Fig. 1: run 1, wiring by layer
Drawn at 6 px/um. Only two layers are drawn.
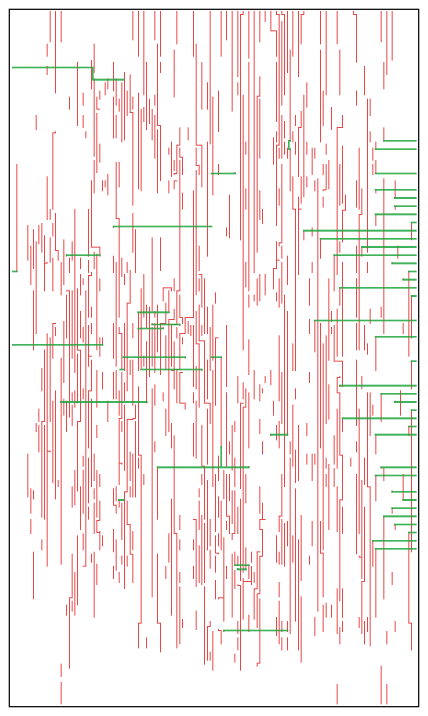
Fig. 2: run 1, sizing map
Drawn at 6 px/um.
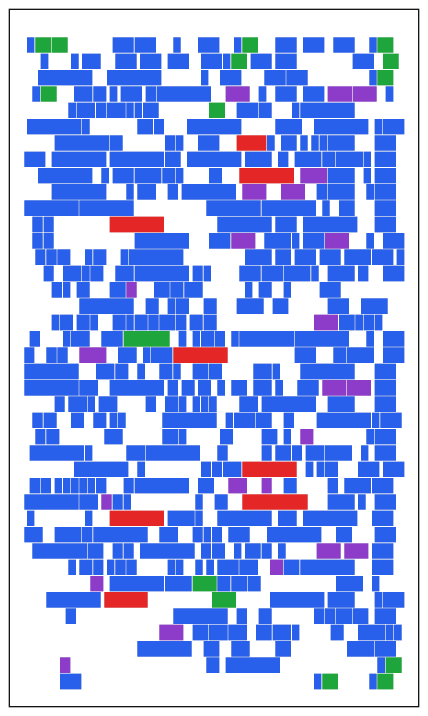
Fig. 3: run 1, placed standard cells
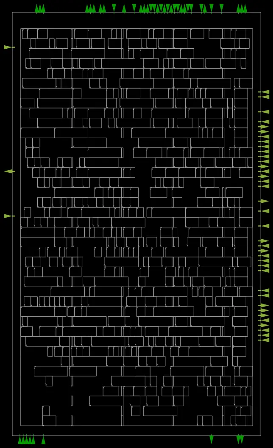
Fig. 4: run 1, ports around the boundary
Drawn at 6 px/um. Pins as bars across the die edge, other pins in gray.
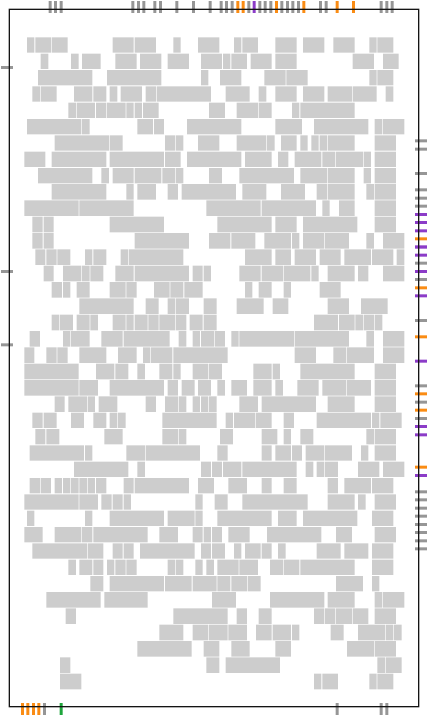
==> src/rtl/power_monitor_pkg.sv <==
// rtl/power_monitor_pkg.sv - shared state encoding, fault codes and sample width for the power monitor
package power_monitor_pkg;

   localparam int SAMPLE_W = 12;

   typedef enum logic [2:0] {
      ST_IDLE      = 3'd0,
      ST_SETTLE    = 3'd1,
      ST_WAIT_DATA = 3'd2,
      ST_EVAL      = 3'd3,
      ST_FAULT     = 3'd4
   } state_e;

   localparam logic [1:0] FC_NONE    = 2'b00;
   localparam logic [1:0] FC_OVER    = 2'b01;
   localparam logic [1:0] FC_UNDER   = 2'b10;
   localparam logic [1:0] FC_TIMEOUT = 2'b11;

endpackage

==> src/rtl/pulse_edge_detect.sv <==
// rtl/pulse_edge_detect.sv - single-cycle rising-edge strobe for a clk-synchronous level
module pulse_edge_detect (
   input  logic clk,
   input  logic rstn,
   input  logic in,
   output logic rise
);

   logic prev_q;

   always_ff @(posedge clk or negedge rstn) begin
      if (!rstn) begin
         prev_q <= 1'b0;
      end else begin
         prev_q <= in;
      end
   end

   assign rise = in & ~prev_q;

endmodule

==> src/rtl/power_monitor_ctrl.sv <==
// rtl/power_monitor_ctrl.sv - laser power monitor: pulse-timed ADC sampling, window check, sticky fault
// Optional peak hold enabled by defining POWER_MONITOR_PEAK_HOLD_EN.
module power_monitor_ctrl
   import power_monitor_pkg::*;
#(
   parameter int SETTLE_CYCLES  = 4,
   parameter int TIMEOUT_CYCLES = 200,
   parameter int FAULT_LIMIT    = 3
) (
   input  logic                clk,
   input  logic                rstn,
   input  logic                enable,
   input  logic                laser_pulse,
   input  logic                adc_data_valid,
   input  logic [15:0]         adc_data_value,
   input  logic [SAMPLE_W-1:0] thresh_hi,
   input  logic [SAMPLE_W-1:0] thresh_lo,
   input  logic                clear_fault,
   input  logic                clear_peak,
   output logic                adc_trigger,
   output logic [SAMPLE_W-1:0] last_value,
   output logic [SAMPLE_W-1:0] peak_value,
   output logic                fault,
   output logic [1:0]          fault_code,
   output logic [7:0]          missed_pulses
);

   localparam logic [15:0] SETTLE_LAST  = 16'(SETTLE_CYCLES - 1);
   localparam logic [15:0] TIMEOUT_LAST = 16'(TIMEOUT_CYCLES - 1);
   localparam logic [7:0]  CONSEC_LIMIT = 8'(FAULT_LIMIT);

   state_e              state_q, state_d;
   logic [15:0]         tmr_q, tmr_d;
   logic [7:0]          consec_q, consec_d;
   logic [7:0]          missed_q, missed_d;
   logic                trig_q, trig_d;
   logic [SAMPLE_W-1:0] last_q, last_d;
   logic [1:0]          code_q, code_d;
   logic                laser_rise;
   logic                over, under;
   logic                unused_adc_msbs;

   pulse_edge_detect u_laser_edge (
      .clk  (clk),
      .rstn (rstn),
      .in   (laser_pulse),
      .rise (laser_rise)
   );

   assign unused_adc_msbs = ^adc_data_value[15:12];
   assign over  = last_q > thresh_hi;
   assign under = last_q < thresh_lo;

   always_comb begin
      state_d  = state_q;
      tmr_d    = tmr_q;
      consec_d = consec_q;
      missed_d = missed_q;
      trig_d   = 1'b0;
      last_d   = last_q;
      code_d   = code_q;

      if (laser_rise && state_q != ST_IDLE && missed_q != 8'hFF) begin
         missed_d = missed_q + 8'd1;
      end
      if (clear_fault) begin
         missed_d = '0;
      end

      case (state_q)
         ST_IDLE: begin
            if (enable && laser_rise) begin
               state_d = ST_SETTLE;
               tmr_d   = '0;
            end
         end
         ST_SETTLE: begin
            if (!enable) begin
               state_d = ST_IDLE;
            end else if (tmr_q == SETTLE_LAST) begin
               trig_d  = 1'b1;
               tmr_d   = '0;
               state_d = ST_WAIT_DATA;
            end else begin
               tmr_d = tmr_q + 16'd1;
            end
         end
         ST_WAIT_DATA: begin
            // A sample arriving on the last allowed cycle still beats the timeout.
            if (!enable) begin
               state_d = ST_IDLE;
            end else if (adc_data_valid) begin
               last_d  = adc_data_value[SAMPLE_W-1:0];
               state_d = ST_EVAL;
            end else if (tmr_q == TIMEOUT_LAST) begin
               code_d  = FC_TIMEOUT;
               state_d = ST_FAULT;
            end else begin
               tmr_d = tmr_q + 16'd1;
            end
         end
         ST_EVAL: begin
            state_d = ST_IDLE;
            if (enable) begin
               if (over || under) begin
                  consec_d = consec_q + 8'd1;
                  if (consec_q + 8'd1 == CONSEC_LIMIT) begin
                     code_d  = over ? FC_OVER : FC_UNDER;
                     state_d = ST_FAULT;
                  end
               end else begin
                  consec_d = '0;
               end
            end
         end
         ST_FAULT: begin
            if (clear_fault) begin
               code_d   = FC_NONE;
               consec_d = '0;
               state_d  = ST_IDLE;
            end
         end
         default: state_d = ST_IDLE;
      endcase
   end

   always_ff @(posedge clk or negedge rstn) begin
      if (!rstn) begin
         state_q  <= ST_IDLE;
         tmr_q    <= '0;
         consec_q <= '0;
         missed_q <= '0;
         trig_q   <= 1'b0;
         last_q   <= '0;
         code_q   <= FC_NONE;
      end else begin
         state_q  <= state_d;
         tmr_q    <= tmr_d;
         consec_q <= consec_d;
         missed_q <= missed_d;
         trig_q   <= trig_d;
         last_q   <= last_d;
         code_q   <= code_d;
      end
   end

`ifdef POWER_MONITOR_PEAK_HOLD_EN
   logic [SAMPLE_W-1:0] peak_q, peak_d;

   always_comb begin
      peak_d = peak_q;
      if (state_q == ST_EVAL && enable && last_q > peak_q) begin
         peak_d = last_q;
      end
      if (clear_peak) begin
         peak_d = '0;
      end
   end

   always_ff @(posedge clk or negedge rstn) begin
      if (!rstn) begin
         peak_q <= '0;
      end else begin
         peak_q <= peak_d;
      end
   end

   assign peak_value = peak_q;
`else
   logic unused_clear_peak;
   assign unused_clear_peak = clear_peak;
   assign peak_value        = '0;
`endif

   assign adc_trigger   = trig_q;
   assign last_value    = last_q;
   assign fault         = (state_q == ST_FAULT);
   assign fault_code    = code_q;
   assign missed_pulses = missed_q;

endmodule
==> config.mk <==
export PLATFORM = sky130hd
export DESIGN_NAME = power_monitor_ctrl
export DESIGN_NICKNAME = d
export VERILOG_FILES = /design/src/rtl/power_monitor_pkg.sv /design/src/rtl/pulse_edge_detect.sv /design/src/rtl/power_monitor_ctrl.sv
export SDC_FILE = /design/constraint.sdc
export NUM_CORES = 1
export LEC_CHECK = 0
export CAP_MARGIN = 20
export CORE_AREA = 2 2 66 114
export CTS_CLUSTER_DIAMETER = 150
export DETAILED_ROUTE_END_ITERATION = 16
export DIE_AREA = 0 0 68 116
export GPL_ROUTABILITY_DRIVEN = 0
export GPL_TIMING_DRIVEN = 0
export PLACE_DENSITY_LB_ADDON = 0.05
export SYNTH_ARGS = -nofsm -noshare
export SYNTH_HDL_FRONTEND = slang
export SYNTH_SLANG_ARGS = --single-unit
==> constraint.sdc <==
create_clock -name clk -period 2.7 [get_ports clk]
set_input_delay 0.27 -clock clk [delete_from_list [all_inputs] [get_ports clk]]
set_output_delay 0.27 -clock clk [all_outputs]
set_load 0.02 [all_outputs]
==> out/qor.tcl, run 1 <==
set qor(critical_path.startpoint_type) {primary input}
set qor(cts_made_buffers) 5
set qor(ys_async_sr_fraction) 1.000
set qor(ys_types) 51
set qor(synth.yosys.warnings) 0
set qor(final_max_slew_viol_count) 0
set qor(timing.critical_path.to_type) {register}
set qor(hold_path_depth) 2
set qor(ys_cells) 371
set qor(drt_pre_antenna_iters) 4
set qor(clock_sink_count) 51
set qor(postLayoutSetupSlackWorst_ps) 204.7
set qor(detailedRoute.firstIterationViolations) 105
set qor(cts_clk_pin_slew_worst_paths_ps) 70
set qor(min_delay_worst_endpoint) {missed_pulses[3]}
set qor(timing.critical_path.slowest_stage_cell) {clkdlybuf4s50_1}
set qor(worst-r2r-setup-slack_ps) 250
set qor(die-area_sq_um) 7888
set qor(timing.critical_path.buf_inv) 2
set qor(p_leak_nw) 2.038
set qor(detailedPlace.worstSlack_ps) -474.7
set qor(die_w_um) 68
set qor(postSynth.topFlopCell) {dfrtp_1}
set qor(worst_r2r_path_depth) 7
set qor(global_route_wire_length_before_repair_mm) 12.92
set qor(top_area_cell) {dfrtp_1}
set qor(antenna_violation_net_count_after_detailed_routing) 0
set qor(maximum_capacitance_violations) 0
set qor(edf_count) 0
set qor(syn2layout_area_growth_pct) 29.98
set qor(largest_net_degree_at_the_start_of_global_routing) 40
set qor(antenna_violations_before_repair) 0
set qor(status) {completed}
set qor(place.detailed.hpwl_mm) 6.157
set qor(top_area_frac) 0.3789
set qor(synthMostInstantiatedCell) {dfrtp_1}
set qor(stage_log_warnings) 32
set qor(dp_cells) 531
set qor(finalNetCount) 529
set qor(rsz0062_at_grt) {false}
set qor(placement.io_buffers) 64
set qor(final_period_minus_worst_setup_slack_ps) 2495
set qor(average_wire_per_cell_in_the_routed_design_um) 14.96
set qor(layout-drive-gt1-share) 0.1009
set qor(ios) 83
set qor(htree_num_levels) 2
set qor(post-route-period-util) 0.9242
set qor(netlist_instances) 371
Notes on Fig. 1 above:
Green shows met3, wire length 380 um. Red shows met2, wire length 4510 um.
sum of routed wire length over all layers: 8.079 mm
all-layer global routing usage: 0.2137
count of vias placed by the detailed router: 2952

Notes on Fig. 2 above:
Red shows drive 6 and up, cells 8. Purple shows drive 2, cells 23. Blue shows drive 1 or less, cells 410. Green shows drive 3 to 4, cells 15.

Notes on Fig. 3 above:
number of sequential cells: 51
area of the core: 6907 sq um
Finished Core Util: 0.6339
number of tap cells added at floorplan: 84

Notes on Fig. 4 above:
Purple shows `thresh_hi`, pins 12, direction input, edge 11 right, 1 top. Green shows `rstn`, pins 1, direction input, edge bottom. Orange shows `adc_data_value`, pins 16, direction input, edge 6 top, 6 right, 4 bottom.
All pins by edge: 37 right, 34 top, 9 bottom, 3 left.

-- run 1: placed cells by master (no fill, tap or decap), drive strengths merged, types with 12 or more instances in the layout --
cell and count:
dfrtp 51, inv 33, clkdlybuf4s50 63, mux2 13, o21ai 21, ha 27, nor2 32, clkbuf 13
buf 17, conb 12, nand2 19, nand4 13, nand3 15, a21oi 16
-- run 1: kinds of logic after synthesis --
logic type,count (synthesis),share of synthesized area
AND/OR/NAND/NOR,126,0.1980
AND-OR/OR-AND,83,0.1631
buffers and inverters,55,0.07541
flip-flops,51,0.3789
adder cells (fa/ha/maj),27,0.1003
multiplexers,15,0.04941
XOR/XNOR,13,0.03380
other,1,0.001113
-- run 1: registers in the layout, indices dropped and copies added (netlist names) --
register / cells
tmr_q: 16
state_q: 3
last_value: 12
adc_trigger: 1
u_laser_edge.prev_q: 1
missed_pulses: 8
consec_q: 8
fault_code: 2
-- run 1: stage by stage --
stage               cell area (sq um)  power [W]  setup TNS, ps  hold WS [ps]
floorplan                        3410   0.002000              0        -25.59
global placement                 4155   0.002516         -13530         512.5
detailed placement               4170   0.002565          -2749         192.4
CTS                              4363   0.003335              0         398.4
global route                     4378   0.003569              0         417.9
finish                           4378   0.003303              0         392.7
-- run 1: worst max path at each step --
stage                              from  cells after the start          end
after floorplan           last_value[3]                      7  consec_q[4]
after global placement     thresh_hi[3]                      9  consec_q[4]
after detailed placement   thresh_hi[3]                      9  consec_q[4]
after CTS                  thresh_lo[2]                      9  consec_q[4]
after global routing          tmr_q[12]                      8     tmr_q[2]
final                      thresh_hi[3]                      9  consec_q[4]
-- run 1: report_power, final --
| part | switching (W) | internal (W) | total, W | leakage (nW) |
|---|---|---|---|---|
| Combinational | 0.000779 | 0.000686 | 0.00147 | 1.26 |
| Sequential | 0.000177 | 0.000920 | 0.00110 | 0.686 |
| Clock | 0.000279 | 0.000461 | 0.000740 | 0.0868 |
-- run 1: repair_timing --
item                                    in CTS  in global routing
hold buffers                                 1                  0
hold endpoints to repair                    12                  0
gates cloned                                 0                  0
endpoints found under the setup margin       4                  2
resized                                      3                  2
-- run 1: layout make-up --
| type | count | area [sq um] | area share |
|---|---|---|---|
| multi-input combinational | 276 | 1903 | 0.4347 |
| sequential | 51 | 1276 | 0.2915 |
| buffer | 22 | 130.1 | 0.02972 |
| inverter | 33 | 123.9 | 0.02829 |
| tap | 84 | 105.1 | 0.02401 |
| timing repair buffer | 66 | 665.6 | 0.1520 |
| clock inverter | 2 | 35.03 | 0.008002 |
| clock buffer | 6 | 138.9 | 0.03172 |
-- run 1: per-layer routing --
| metal | vias up | wire (um) | GRT usage |
|---|---|---|---|
| met3 | 7 | 380 | 0.03398 |
| met4 | 0 | 98 | 0.07467 |
| met5 | - | 0 | 0 |
| met2 | 71 | 4511 | 0.4032 |
| li1 | 1481 | - | - |
| met1 | 1393 | 3088 | 0.2310 |
Fig. 5: run 1, I/O nets highlighted
Drawn at 3 px/um.
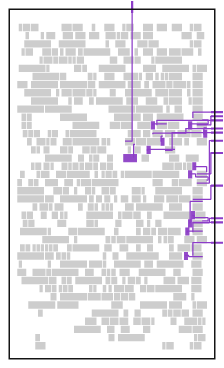

## Run 2: what changed since run 1
Settings changed: CORE_AREA 2 2 66 114 to 2 2 58 101, DIE_AREA 0 0 68 116 to 0 0 60 103, DONT_BUFFER_PORTS from default to 1.
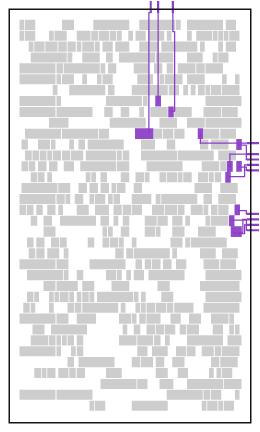
Fig. 6. I/O nets highlighted (run 2).
Drawn at 4 px/um.
Purple shows `thresh_hi`, bits 12, direction input, edge 9 right, 3 top, end cells 12, buffers 0, wire 141 um.
num ports: 83
count of input and output buffers: 0

==> run 2 against run 1 <==
Maximum frequency rose by 0.13%. First-iteration DRC count fell by 7.6%. Utilization rose by 3.9 points. Design area fell by 16%. Power fell by 17%. Clock-buffer cell count did not move. Synthesized cell count did not move. Via count fell by 7.1%. Hold slack got worse by 300 ps. Highest routed layer unchanged. Register-to-register slack got worse by 40 ps.
==> out/qor.tcl, run 2 <==
set qor(drt_pre_antenna_iters) 4 ;# unchanged
set qor(number_of_flip_flops_in_the_largest_register) 16 ;# unchanged
set qor(place.detailed.hpwl_mm) 5.558 ;# -9.7%
set qor(fin_total_pwr_w) 0.002736 ;# -17%
set qor(rsz0062_at_grt) {false}
set qor(grt-busiest-layer) {met2}
set qor(cts_clk_pin_slew_worst_paths_ps) 100 ;# +30 ps
set qor(critPathCapture) {consec_q[4]}
set qor(htree_num_levels) 2 ;# unchanged
set qor(p_int_w) 0.001557 ;# -25%
set qor(dp_cells) 458 ;# -14%
set qor(die-area_sq_um) 6180 ;# -22%
set qor(synth.yosys.warnings) 0 ;# unchanged
set qor(syn2layout_area_growth_pct) 8.804
set qor(core_region_area_sq_um) 5450 ;# -21%
set qor(timing.critical_path.to_type) {register}
set qor(ys_cells) 371 ;# unchanged
set qor(layout-drive-gt1-share) 0.1173 ;# +0.01647
set qor(maximum_capacitance_violations) 0 ;# unchanged
set qor(postSynth.topFlopCell) {dfrtp_1}
set qor(critical_path.startpoint_type) {register}
set qor(top_area_frac) 0.3789 ;# unchanged
set qor(largest_net_degree_at_the_start_of_global_routing) 52 ;# +30%
set qor(mi_logic_area_sq_um) 1911 ;# +0.39%
set qor(post-route-period-util) 0.9230 ;# -0.001219
set qor(seqPwrFrac) 0.457 ;# +0.125
set qor(clockPowerShare) 0.159 ;# -0.065
set qor(final_period_minus_worst_setup_slack_ps) 2492 ;# -3.290 ps
set qor(gr-usage-met2) 0.4540 ;# +0.05078
set qor(grtUsageMet1) 0.2424 ;# +0.01141
set qor(edf_count) 0 ;# unchanged
set qor(drt-total-wl_mm) 7.319 ;# -9.4%
set qor(layout.cells.most_common) {dfrtp_1}
set qor(cts_made_buffers) 5 ;# unchanged
set qor(layout.cells.non_filler) 468
set qor(fin_hold_ws_ps) 94.30 ;# -298.4 ps
set qor(top_area_cell) {dfrtp_1}
set qor(ys_types) 51 ;# unchanged
set qor(final_max_slew_viol_count) 0 ;# unchanged
set qor(status) {completed}
set qor(power.share.switching) 0.4310 ;# +0.05700
set qor(register_with_the_most_flip_flops) {tmr_q}
set qor(antenna_violations_before_repair) 0 ;# unchanged
set qor(p_leak_nw) 1.760 ;# -14%
set qor(worst_r2r_path_depth) 7 ;# unchanged
set qor(finished_core_util) 0.6724 ;# +0.03853
set qor(critical_path.startpoint) {last_value[2]}
set qor(most-common-layout-cells) {dfrtp_1, inv_1, nor2_1, ha_1}
set qor(clock_sink_count) 51 ;# unchanged
set qor(netlist_instances) 371 ;# unchanged
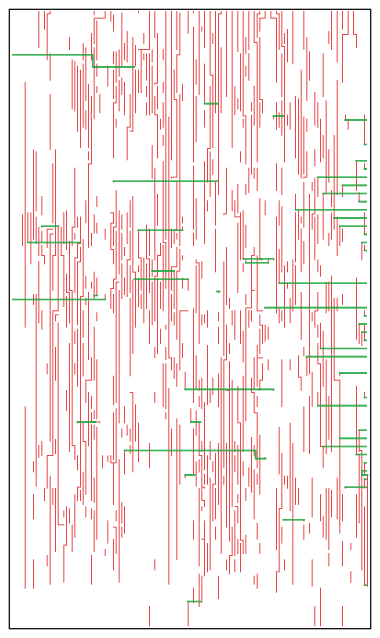
Fig. 7. Wiring by layer (run 2).
Drawn at 6 px/um. Only two layers are drawn.
Green shows met3, wire length 283 um. Red shows met2, wire length 4090 um.
all-layer global routing usage: 0.2421
count of vias placed by the detailed router: 2741
average wire per cell in the routed design: 15.64 um

run 2: critical path: cells and delay by family (launching register included):
kind,cells,cell delay (ps)
DFF,1,500
adders and majority gates,1,330
AOI/OAI and AO/OA,6,1590
run 2: power groups by stage:
stage | registers (W) | clock network (W) | logic [W]
final | 0.00125 | 0.000436 | 0.00105
after detailed placement | 0.00127 | 0 | 0.00100
after floorplan | 0.00120 | 0 | 0.000796
after global placement | 0.00126 | 0 | 0.000954
after global routing | 0.00128 | 0.000480 | 0.00122
after CTS | 0.00125 | 0.000455 | 0.00103
run 2: per-stage QoR:
step           setup slack, ps  cell area (sq um)  setup TNS, ps
2_1_floorplan            338.9               3410              0
3_3_place_gp            -166.3               3505         -400.8
3_5_place_dp            -186.0               3505         -529.9
4_1_cts                  8.066               3641              0
5_1_grt                  15.62               3665              0
6_report                 208.0               3665              0
run 2: cell families after synthesis:
| family | after synthesis | share of synthesized area |
|---|---|---|
| compound gates | 83 | 0.1631 |
| xor+xnor | 13 | 0.03380 |
| fa+ha+maj | 27 | 0.1003 |
| buf+inv | 55 | 0.07541 |
| flops | 51 | 0.3789 |
| mux | 15 | 0.04941 |
| other cells | 1 | 0.001113 |
| simple gates | 126 | 0.1980 |
run 2: layout make-up:
class	instances	area share
inverters	33	0.03380
clock buffers	6	0.01980
plain buffers	21	0.03448
multi-input cells	276	0.5213
flip-flops and latches	51	0.3482
clock inverters	2	0.003414
well taps	76	0.02595
repair buffers	3	0.01297
run 2: worst min path at each step:
| stage | endpoint | slack [ps] | start | cells past startpoint |
|---|---|---|---|---|
| floorplan | adc_trigger | -30 | rstn | 0 |
| finish | last_value[1] | 90 | adc_data_value[1] | 1 |
| detailed placement | consec_q[4] | -20 | rstn | 0 |
| CTS | last_value[1] | 80 | adc_data_value[1] | 1 |
| global route | last_value[6] | 80 | adc_data_value[6] | 1 |
| global placement | consec_q[4] | -20 | rstn | 0 |
run 2: per-layer routing:
layer / wire [um] / share of wire
met2: 4090 / 0.56
met3: 283 / 0.039
met1: 2719 / 0.37
met5: 0 / 0
met4: 225 / 0.031
run 2: what timing repair did:
action / 4_1_cts / 5_1_grt
hold endpoints to repair: 52 / 0
resized: 2 / 5
endpoints found under the setup margin: 5 / 12
hold buffers: 3 / 0
setup buffers: 0 / 0
Fig. 8: run 2, ports around the boundary
Drawn at 6 px/um. Pins as bars across the die edge, other pins in gray.
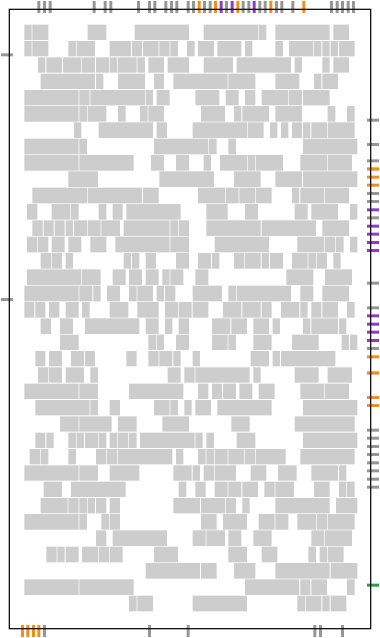

## Run 3: what changed since run 2
Settings changed: CORE_AREA 2 2 58 101 to 2 2 56 98, CTS_BUF_LIST from default to sky130_fd_sc_hd__clkbuf_16, DIE_AREA 0 0 60 103 to 0 0 58 100.
Clock period 2.7 ns to 2.9 ns, I/O delays scaled along.
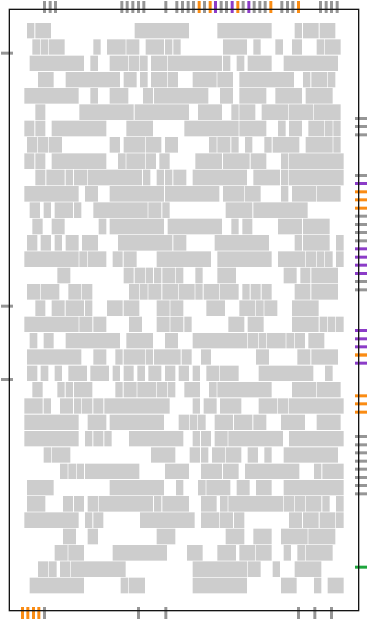
Fig. 9. Ports around the boundary (run 3).
Drawn at 6 px/um. Pins as bars across the die edge, other pins in gray.
Purple shows `thresh_hi`, pins 12, direction input, edge 9 right, 3 top. Green shows `rstn`, pins 1, direction input, edge right. Orange shows `adc_data_value`, pins 16, direction input, edge 7 right, 5 top, 4 bottom.
overall die height: 100 um
die width: 58 um

==> run 3 against run 2 <==
Sequential power down 6%. First-iteration DRC count down 4.1%. Sequential share of layout area down 0.22 points. Die size down 6.1%. Critical path depth unchanged. Design area up 0.65%. Flip-flop count unchanged. Via count up 1.5%. Synthesized area unchanged. Cell count down 4.5%. Routed wire length up 2.3%. Power up 2.3%. Largest cell class unchanged.
==> out/qor.tcl, run 3 <==
set qor(mi_logic_area_sq_um) 1888 ;# -1.2%
set qor(most-common-layout-cells) {dfrtp_1, inv_1, nor2_1, ha_1}
set qor(drt_pre_antenna_iters) 4 ;# unchanged
set qor(synth.cellmix.compoundShare) 0.1631 ;# unchanged
set qor(layout-drive-gt1-share) 0.1097 ;# -0.007653
set qor(htree_num_levels) 2 ;# unchanged
set qor(post_cts_buffers) 0 ;# unchanged
set qor(mux_cell_area_share) 0.04941 ;# unchanged
set qor(ys_types) 51 ;# unchanged
set qor(gr-usage-all-layers) 0.2724 ;# +0.03024
set qor(ios) 83 ;# unchanged
set qor(fin_total_pwr_w) 0.002800 ;# +2.3%
set qor(syn2layout_area_growth_pct) 9.510
set qor(place.detailed.hpwl_mm) 5.638 ;# +1.4%
set qor(ys_cells) 371 ;# unchanged
set qor(die-area_sq_um) 5800 ;# -6.1%
set qor(status) {completed}
set qor(layout.cells.most_common) {dfrtp_1}
set qor(placement.io_buffers) 0 ;# unchanged
set qor(rsz0062_at_grt) {false}
set qor(critPathCapture) {consec_q[4]}
set qor(timing.critical_path.to_type) {register}
set qor(critical_path.startpoint_type) {register}
set qor(timing.critical_path.buf_inv) 0 ;# unchanged
set qor(register_with_the_most_flip_flops) {tmr_q}
set qor(core_region_area_sq_um) 5080 ;# -6.8%
set qor(final_max_slew_viol_count) 0 ;# unchanged
set qor(synth.comb.largest_family) {simple AND/OR/NAND/NOR gates}
set qor(top_area_cell) {dfrtp_1}
set qor(fin_hold_ws_ps) 26.20 ;# -68.11 ps
set qor(finished_core_util) 0.7261 ;# +0.05370
set qor(cts_made_buffers) 5 ;# unchanged
set qor(drt-total-wl_mm) 7.489 ;# +2.3%
set qor(top_area_frac) 0.3789 ;# unchanged
set qor(final_period_minus_worst_setup_slack_ps) 2658 ;# +165.7 ps
set qor(maximum_capacitance_violations) 0 ;# unchanged
set qor(average_wire_per_cell_in_the_routed_design_um) 16.75 ;# +7.1%
set qor(worst-path-stages) 7 ;# unchanged
set qor(worst_r2r_path_depth) 7 ;# unchanged
set qor(post_synth_and_or_nand_nor_area_fraction) 0.1980 ;# unchanged
set qor(cts_clk_pin_slew_worst_paths_ps) 70 ;# -30 ps
set qor(hold_path_depth) 0 ;# -1
set qor(synth.yosys.warnings) 0 ;# unchanged
set qor(post_synth_fa_ha_maj_area_fraction) 0.1003 ;# unchanged
set qor(clock_sink_count) 51 ;# unchanged
set qor(critical_path.startpoint) {last_value[2]}
set qor(largest_net_degree_at_the_start_of_global_routing) 52 ;# unchanged
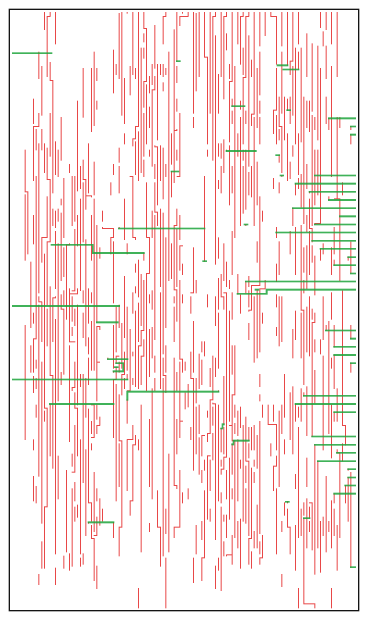
Fig. 10. Wiring by layer (run 3).
Drawn at 6 px/um. Only two layers are drawn.
Green shows met3, wire length 326 um. Red shows met2, wire length 4340 um.

run 3: timing repair:
| action | 4_1_cts | 5_1_grt |
|---|---|---|
| gates resized | 1 | 2 |
| setup endpoints to repair | 1 | 7 |
| endpoints found under the hold margin | 51 | 0 |
| pin swaps | 0 | 0 |
| hold buffers | 2 | 0 |
run 3: final cells by class:
type | count | area share
Buffer | 22 | 0.03528
Inverter | 33 | 0.03358
Multi-Input combinational cell | 276 | 0.5119
Timing Repair Buffer | 2 | 0.01018
Clock buffer | 5 | 0.03392
Clock inverter | 3 | 0.01052
Sequential cell | 51 | 0.3460
Tap cell | 55 | 0.01866
run 3: logic make-up after synthesis:
group	count (synthesis)
AOI/OAI and AO/OA	83
xor gates and xnor gates	13
adders and majority gates	27
muxes	15
and+or+nand+nor	126
buffers and inverters	55
DFF	51
other	1
run 3: metal layers:
layer,vias up,global-route usage,routed length (um)
li1,1355,-,-
met4,0,0.1163,220
met3,18,0.04768,325
met2,74,0.5332,4335
met1,1335,0.2654,2608
met5,-,0,0
run 3: worst min-delay path by stage:
stage / startpoint / to
global placement: rstn / consec_q[5]
global route: laser_pulse / u_laser_edge.prev_q
detailed placement: rstn / consec_q[7]
CTS: laser_pulse / u_laser_edge.prev_q
floorplan: rstn / adc_trigger
finish: laser_pulse / u_laser_edge.prev_q
run 3: per-stage QoR:
| step | instance area [sq um] | std cells | worst slack, ps | TNS, ps |
|---|---|---|---|---|
| 3_5_place_dp | 3478 | 437 | -24.48 | -24.48 |
| 3_3_place_gp | 3478 | 437 | -2.403 | -2.403 |
| 2_1_floorplan | 3410 | 382 | 538.9 | 0 |
| 4_1_cts | 3680 | 447 | 1.003 | 0 |
| 5_1_grt | 3689 | 447 | 71.05 | 0 |
| 6_report | 3689 | 447 | 242.3 | 0 |
run 3: power by group:
group / total, W / switching (W) / internal, W
clock: 0.000658 / 0.000255 / 0.000403
sequential: 0.00117 / 0.000311 / 0.000854
combinational: 0.000977 / 0.000558 / 0.000419
Power and IR drop assume default switching activity.
